Figure 1. Wires at chosen ports, followed through buffers.
(2 px per um)
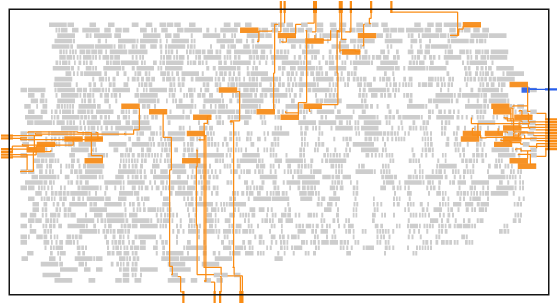
Figure 2. Cell placement.
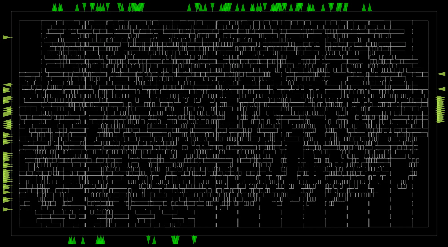
Figure 3. Cells coloured by class.
(1.5 px per um)
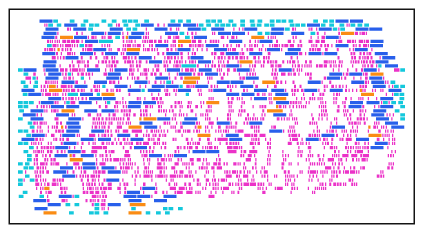
Figure 4. Sequential cells grouped by signal name.
(1.5 px per um) Other sequential cells in the stronger grey, the rest of the logic in the fainter grey.
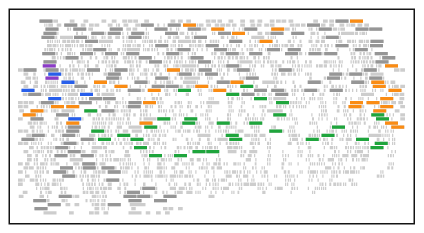
Figure 5. Clock distribution.
(1.5 px per um)
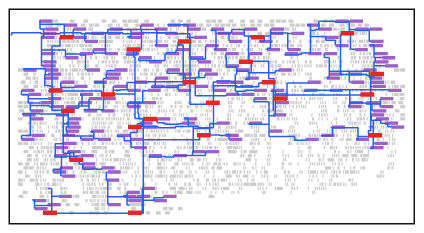
File: config.mk
export PLATFORM = sky130hd
export DESIGN_NAME = div_unit
export DESIGN_NICKNAME = d
export VERILOG_FILES = /design/src/rtl/div_unit_pkg.sv /design/src/rtl/div_unit_step.sv /design/src/rtl/div_unit.sv
export SDC_FILE = /design/constraint.sdc
export NUM_CORES = 1
export LEC_CHECK = 0
export ABC_AREA = 1
export CAP_MARGIN = 20
export CORE_AREA = 5 5 264 137
export DETAILED_ROUTE_END_ITERATION = 8
export DIE_AREA = 0 0 269 142
export PLACE_DENSITY_LB_ADDON = 0.3
export SYNTH_ARGS = -nofsm -noshare
export SYNTH_HDL_FRONTEND = slang
export SYNTH_SLANG_ARGS = --single-unit
File: constraint.sdc
create_clock -name clk -period 18.7 [get_ports clk]
set_input_delay 3.74 -clock clk [delete_from_list [all_inputs] [get_ports clk]]
set_output_delay 3.74 -clock clk [all_outputs]
set_load 0.005 [all_outputs]
File: src/rtl/div_unit_pkg.sv
// Shared definitions for the EX-stage integer divider: state encoding, default
// width and the DIV/DIVU funct codes the decoder uses to raise start/is_signed.
package div_unit_pkg;

    localparam int unsigned DIV_WIDTH = 32;

    typedef enum logic [1:0] {
        ST_IDLE = 2'd0,
        ST_CALC = 2'd1,
        ST_DONE = 2'd2
    } div_state_e;

    localparam logic [5:0] FUNCT_DIV  = 6'h1A;
    localparam logic [5:0] FUNCT_DIVU = 6'h1B;

    // Decoder helper: does this R-type funct request the divider?
    function automatic logic is_div_funct(input logic [5:0] funct);
        return (funct == FUNCT_DIV) || (funct == FUNCT_DIVU);
    endfunction

endpackage

File: src/rtl/div_unit_step.sv
// One radix-2 restoring division step: shift {P,Q} left, trial-subtract D,
// keep the difference and set the quotient bit when it is non-negative.
module div_unit_step
    import div_unit_pkg::*;
#(
    parameter int unsigned WIDTH = DIV_WIDTH
) (
    input  logic [WIDTH:0]   i_p,
    input  logic [WIDTH-1:0] i_q,
    input  logic [WIDTH-1:0] i_d,
    output logic [WIDTH:0]   o_p,
    output logic [WIDTH-1:0] o_q
);

    localparam int unsigned TW = WIDTH + 2;

    logic [TW-1:0] w_shift;
    logic [TW-1:0] w_trial;

    // Extra top bit of the trial result acts as the borrow/sign flag.
    assign w_shift = {i_p, i_q[WIDTH-1]};
    assign w_trial = w_shift - TW'(i_d);

    always_comb begin
        o_p = w_shift[WIDTH:0];
        o_q = {i_q[WIDTH-2:0], 1'b0};
        if (!w_trial[TW-1]) begin
            o_p    = w_trial[WIDTH:0];
            o_q[0] = 1'b1;
        end
    end

endmodule

File: src/rtl/div_unit.sv
// Multi-cycle signed/unsigned restoring divider for the EX stage. Quotient goes
// to LO, remainder to HI; stall holds the pipeline while the divider iterates.
module div_unit
    import div_unit_pkg::*;
#(
    parameter int unsigned WIDTH = DIV_WIDTH
) (
    input  logic             clk,
    input  logic             rst,
    input  logic             clear,
    input  logic             start,
    input  logic             is_signed,
    input  logic [WIDTH-1:0] dividend,
    input  logic [WIDTH-1:0] divisor,
    output logic             stall,
    output logic             busy,
    output logic             done,
    output logic [WIDTH-1:0] quotient,
    output logic [WIDTH-1:0] remainder,
    output logic             div_zero
);

    localparam int unsigned CW = $clog2(WIDTH) + 1;

    div_state_e       r_state;
    div_state_e       w_state_nxt;
    logic [WIDTH:0]   r_p;
    logic [WIDTH-1:0] r_q;
    logic [WIDTH-1:0] r_d;
    logic [WIDTH-1:0] r_dvd_raw;
    logic [CW-1:0]    r_cnt;
    logic             r_sign_q;
    logic             r_sign_r;
    logic             r_dz;

    logic             w_accept;
    logic             w_last;
    logic             w_dvd_neg;
    logic             w_dsr_neg;
    logic [WIDTH-1:0] w_dvd_mag;
    logic [WIDTH-1:0] w_dsr_mag;
    logic [WIDTH:0]   w_p_nxt;
    logic [WIDTH-1:0] w_q_nxt;

    assign w_accept = (r_state == ST_IDLE) && start && !clear;
    assign w_last   = (r_state == ST_CALC) && (r_cnt == CW'(1));
    assign stall    = w_accept || (r_state == ST_CALC);

    // Magnitudes in WIDTH bits; the most negative value maps to 2^(WIDTH-1).
    assign w_dvd_neg = is_signed && dividend[WIDTH-1];
    assign w_dsr_neg = is_signed && divisor[WIDTH-1];
    assign w_dvd_mag = w_dvd_neg ? (~dividend + WIDTH'(1)) : dividend;
    assign w_dsr_mag = w_dsr_neg ? (~divisor + WIDTH'(1)) : divisor;

    div_unit_step #(.WIDTH(WIDTH)) u_step (
        .i_p (r_p),
        .i_q (r_q),
        .i_d (r_d),
        .o_p (w_p_nxt),
        .o_q (w_q_nxt)
    );

    always_ff @(posedge clk or posedge rst) begin
        if (rst) begin
            r_state <= ST_IDLE;
        end else begin
            r_state <= w_state_nxt;
        end
    end

    always_comb begin
        w_state_nxt = r_state;
        if (clear) begin
            w_state_nxt = ST_IDLE;
        end else begin
            case (r_state)
                ST_IDLE: if (start)  w_state_nxt = ST_CALC;
                ST_CALC: if (w_last) w_state_nxt = ST_DONE;
                ST_DONE: w_state_nxt = ST_IDLE;
                default: w_state_nxt = ST_IDLE;
            endcase
        end
    end

    // Iteration datapath: operands latched on accept, one step per CALC cycle.
    always_ff @(posedge clk or posedge rst) begin
        if (rst) begin
            r_p       <= '0;
            r_q       <= '0;
            r_d       <= '0;
            r_dvd_raw <= '0;
            r_cnt     <= '0;
            r_sign_q  <= 1'b0;
            r_sign_r  <= 1'b0;
            r_dz      <= 1'b0;
        end else if (clear) begin
            r_p       <= '0;
            r_q       <= '0;
            r_d       <= '0;
            r_dvd_raw <= '0;
            r_cnt     <= '0;
            r_sign_q  <= 1'b0;
            r_sign_r  <= 1'b0;
            r_dz      <= 1'b0;
        end else if (w_accept) begin
            r_p       <= '0;
            r_q       <= w_dvd_mag;
            r_d       <= w_dsr_mag;
            r_dvd_raw <= dividend;
            r_cnt     <= CW'(WIDTH);
            r_sign_q  <= is_signed && (dividend[WIDTH-1] ^ divisor[WIDTH-1]);
            r_sign_r  <= w_dvd_neg;
            r_dz      <= (divisor == '0);
        end else if (r_state == ST_CALC) begin
            r_p   <= w_p_nxt;
            r_q   <= w_q_nxt;
            r_cnt <= r_cnt - CW'(1);
        end
    end

    // Results are written on the final step and held until the next accept.
    always_ff @(posedge clk or posedge rst) begin
        if (rst) begin
            busy      <= 1'b0;
            done      <= 1'b0;
            quotient  <= '0;
            remainder <= '0;
            div_zero  <= 1'b0;
        end else begin
            busy <= (w_state_nxt == ST_CALC);
            done <= (w_state_nxt == ST_DONE);
            if (clear || w_accept) begin
                quotient  <= '0;
                remainder <= '0;
                div_zero  <= 1'b0;
            end else if (w_last) begin
                div_zero <= r_dz;
                if (r_dz) begin
                    quotient  <= '1;
                    remainder <= r_dvd_raw;
                end else begin
                    quotient  <= r_sign_q ? -w_q_nxt : w_q_nxt;
                    remainder <= r_sign_r ? -w_p_nxt[WIDTH-1:0] : w_p_nxt[WIDTH-1:0];
                end
            end
        end
    end

endmodule

==> summary.txt <==
run results: status=complete, no violations, yosys warns=0, DIE AREA=0.0382 mm^2, unrepaired setup endpoints after global routing=false, NetSw=1.81 mW, H-tree depth=1, antenna-violating nets left=0, post-route clock skew=0.0418 ns, dpl cells=2764, Worst R2R End=quotient[28]$_DFFE_PP0P_, hold depth=2, via count=15600, area reported by Yosys stat=0.0150 mm^2, CP endpoint kind=output port, fin worst setup slack=8.95 ns, crit share post-route=52.2%, final setup TNS=0 ns, Synth Seq Share=34.6%, # hold bufs at CTS=0, Commonest Layout Cell=nand2_1, TritonRoute pass-1 iters=5, Unique cell types=54, # Cells Yosys=2253
Back to the opening pictures, Figure 1:
`remainder`: shown in orange, bits 32, direction output, edge 12 right, 9 top, 6 left, 5 bottom, end cells 32, buffers 32, wire 1530 um. `rst`: shown in blue, bits 1, direction input, edge right, end cells 1, buffers 1, wire 13.1 um.
Ports: 137
Port-buffer cells: 136

Back to the opening pictures, Figure 2:
Seq area share: 29.8%
Flops: 207

Back to the opening pictures, Figure 3:
clock drivers and dummy loads: shown in orange, cells 37. other buffers and delay cells: shown in cyan, cells 151. flip-flops: shown in blue, cells 207. all other logic: shown in magenta, cells 1958.
end-of-flow core utilization: 51.4%
Final Cell Area: 0.0174 mm^2
Core Region: 0.0338 mm^2
row count: 48

Back to the opening pictures, Figure 4:
`r_state`: shown in purple, flops 2. `remainder`: shown in orange, flops 32. `r_p`: shown in green, flops 33, where a band across the middle. `r_cnt`: shown in blue, flops 6, where left middle.
Another 134 sequential cells are not coloured.
Seq. pwr: 0.533 mW
FF/Latch Area: 0.00518 mm^2

Back to the opening pictures, Figure 5:
flip-flops: shown in purple, count 207. cells driving clock nets: shown in red, count 22. clock wires: shown in blue, length 3110 um.
There are 23 routed clock nets.
clk latency late pin: 0.56 ns
clock network fraction of total power: 14.2%

## worst max-delay path by stage
stage | from | endpoint | slack [ns] | cells after the start
4_1_cts | start | stall | 8.94 | 7
2_1_floorplan | rst | busy$_DFF_PP0_ | 9.31 | 1
3_5_place_dp | start | stall | 8.96 | 7
6_report | start | stall | 8.95 | 7
3_3_place_gp | start | stall | 9.01 | 7
5_1_grt | start | stall | 8.78 | 7
## Yosys cell counts (12+ instances only)
cell      number  area, um^2
nand2_1      679        2550
inv_1        323        1210
dfrtp_1      207        5180
nand3_1      190         951
nor2_1       178         668
o21ai_0      110         551
o22ai_1       86         538
a21oi_1       77         385
clkbuf_1      64         240
nor3_1        44         220
xor2_1        44         385
ha_1          37         463
o211ai_1      28         210
nand4_1       24         150
nand2_2       17         106
o32ai_1       12         105
## per-stage QoR
step	util [%]	hold slack (ns)
floorplan	-	0.442
global placement	49.1	0.455
detailed placement	49.2	0.468
CTS	51.3	0.484
global route	51.4	0.504
finish	51.4	0.482
## cell families after synthesis
group / after synthesis / synth area share (%)
compound gates: 354 / 14.1
xor+xnor: 48 / 2.81
fa+ha+maj: 38 / 3.23
buf+inv: 420 / 11.1
flops: 207 / 34.6
simple gates: 1186 / 34.2
## routing by layer
metal  up-vias  routed length [um]  GRT usage, %
li1       7498                   -             -
met1      7300               26200          45.8
met2       782               19300          34.3
met3        42                7630          10.5
met4         0                 718          3.78
met5         -                   0             0
## worst max-delay path, cell delays in order
cell	delay (ns)
clkdlybuf4s50_1	0.46
nand2_1	0.13
nor2_4	0.10
buf_4	0.54
inv_2	0.36
nand2_1	0.16
clkdlybuf4s50_1	0.51
## registers in the layout, summed over array words and instances, names as in the netlist
name       cells
r_dz           1
r_p           33
quotient      32
r_q           32
remainder     32
r_sign_r       1
busy           1
r_dvd_raw     32
r_cnt          6
div_zero       1
r_state        2
r_sign_q       1
done           1
r_d           32
## cell type report
cell class                 instances  area (um^2)
antenna                            1         2.50
fill                            3390        16400
clock buffer                      27          579
sequential                       207         5180
inverter                         332         1250
tap                              450          563
clock inverter                    10          135
multi-input combinational       1626         8130
timing repair buffer             151         1530
## power groups by stage
stage	logic (mW)	clock network (mW)	registers (mW)
after global routing	2.42	0.474	0.537
after global placement	2.08	0	0.538
final	2.18	0.450	0.533
after floorplan	1.59	0	0.526
after detailed placement	2.09	0	0.540
after CTS	2.10	0.456	0.532
Power is estimated from default activity; no workload was simulated.
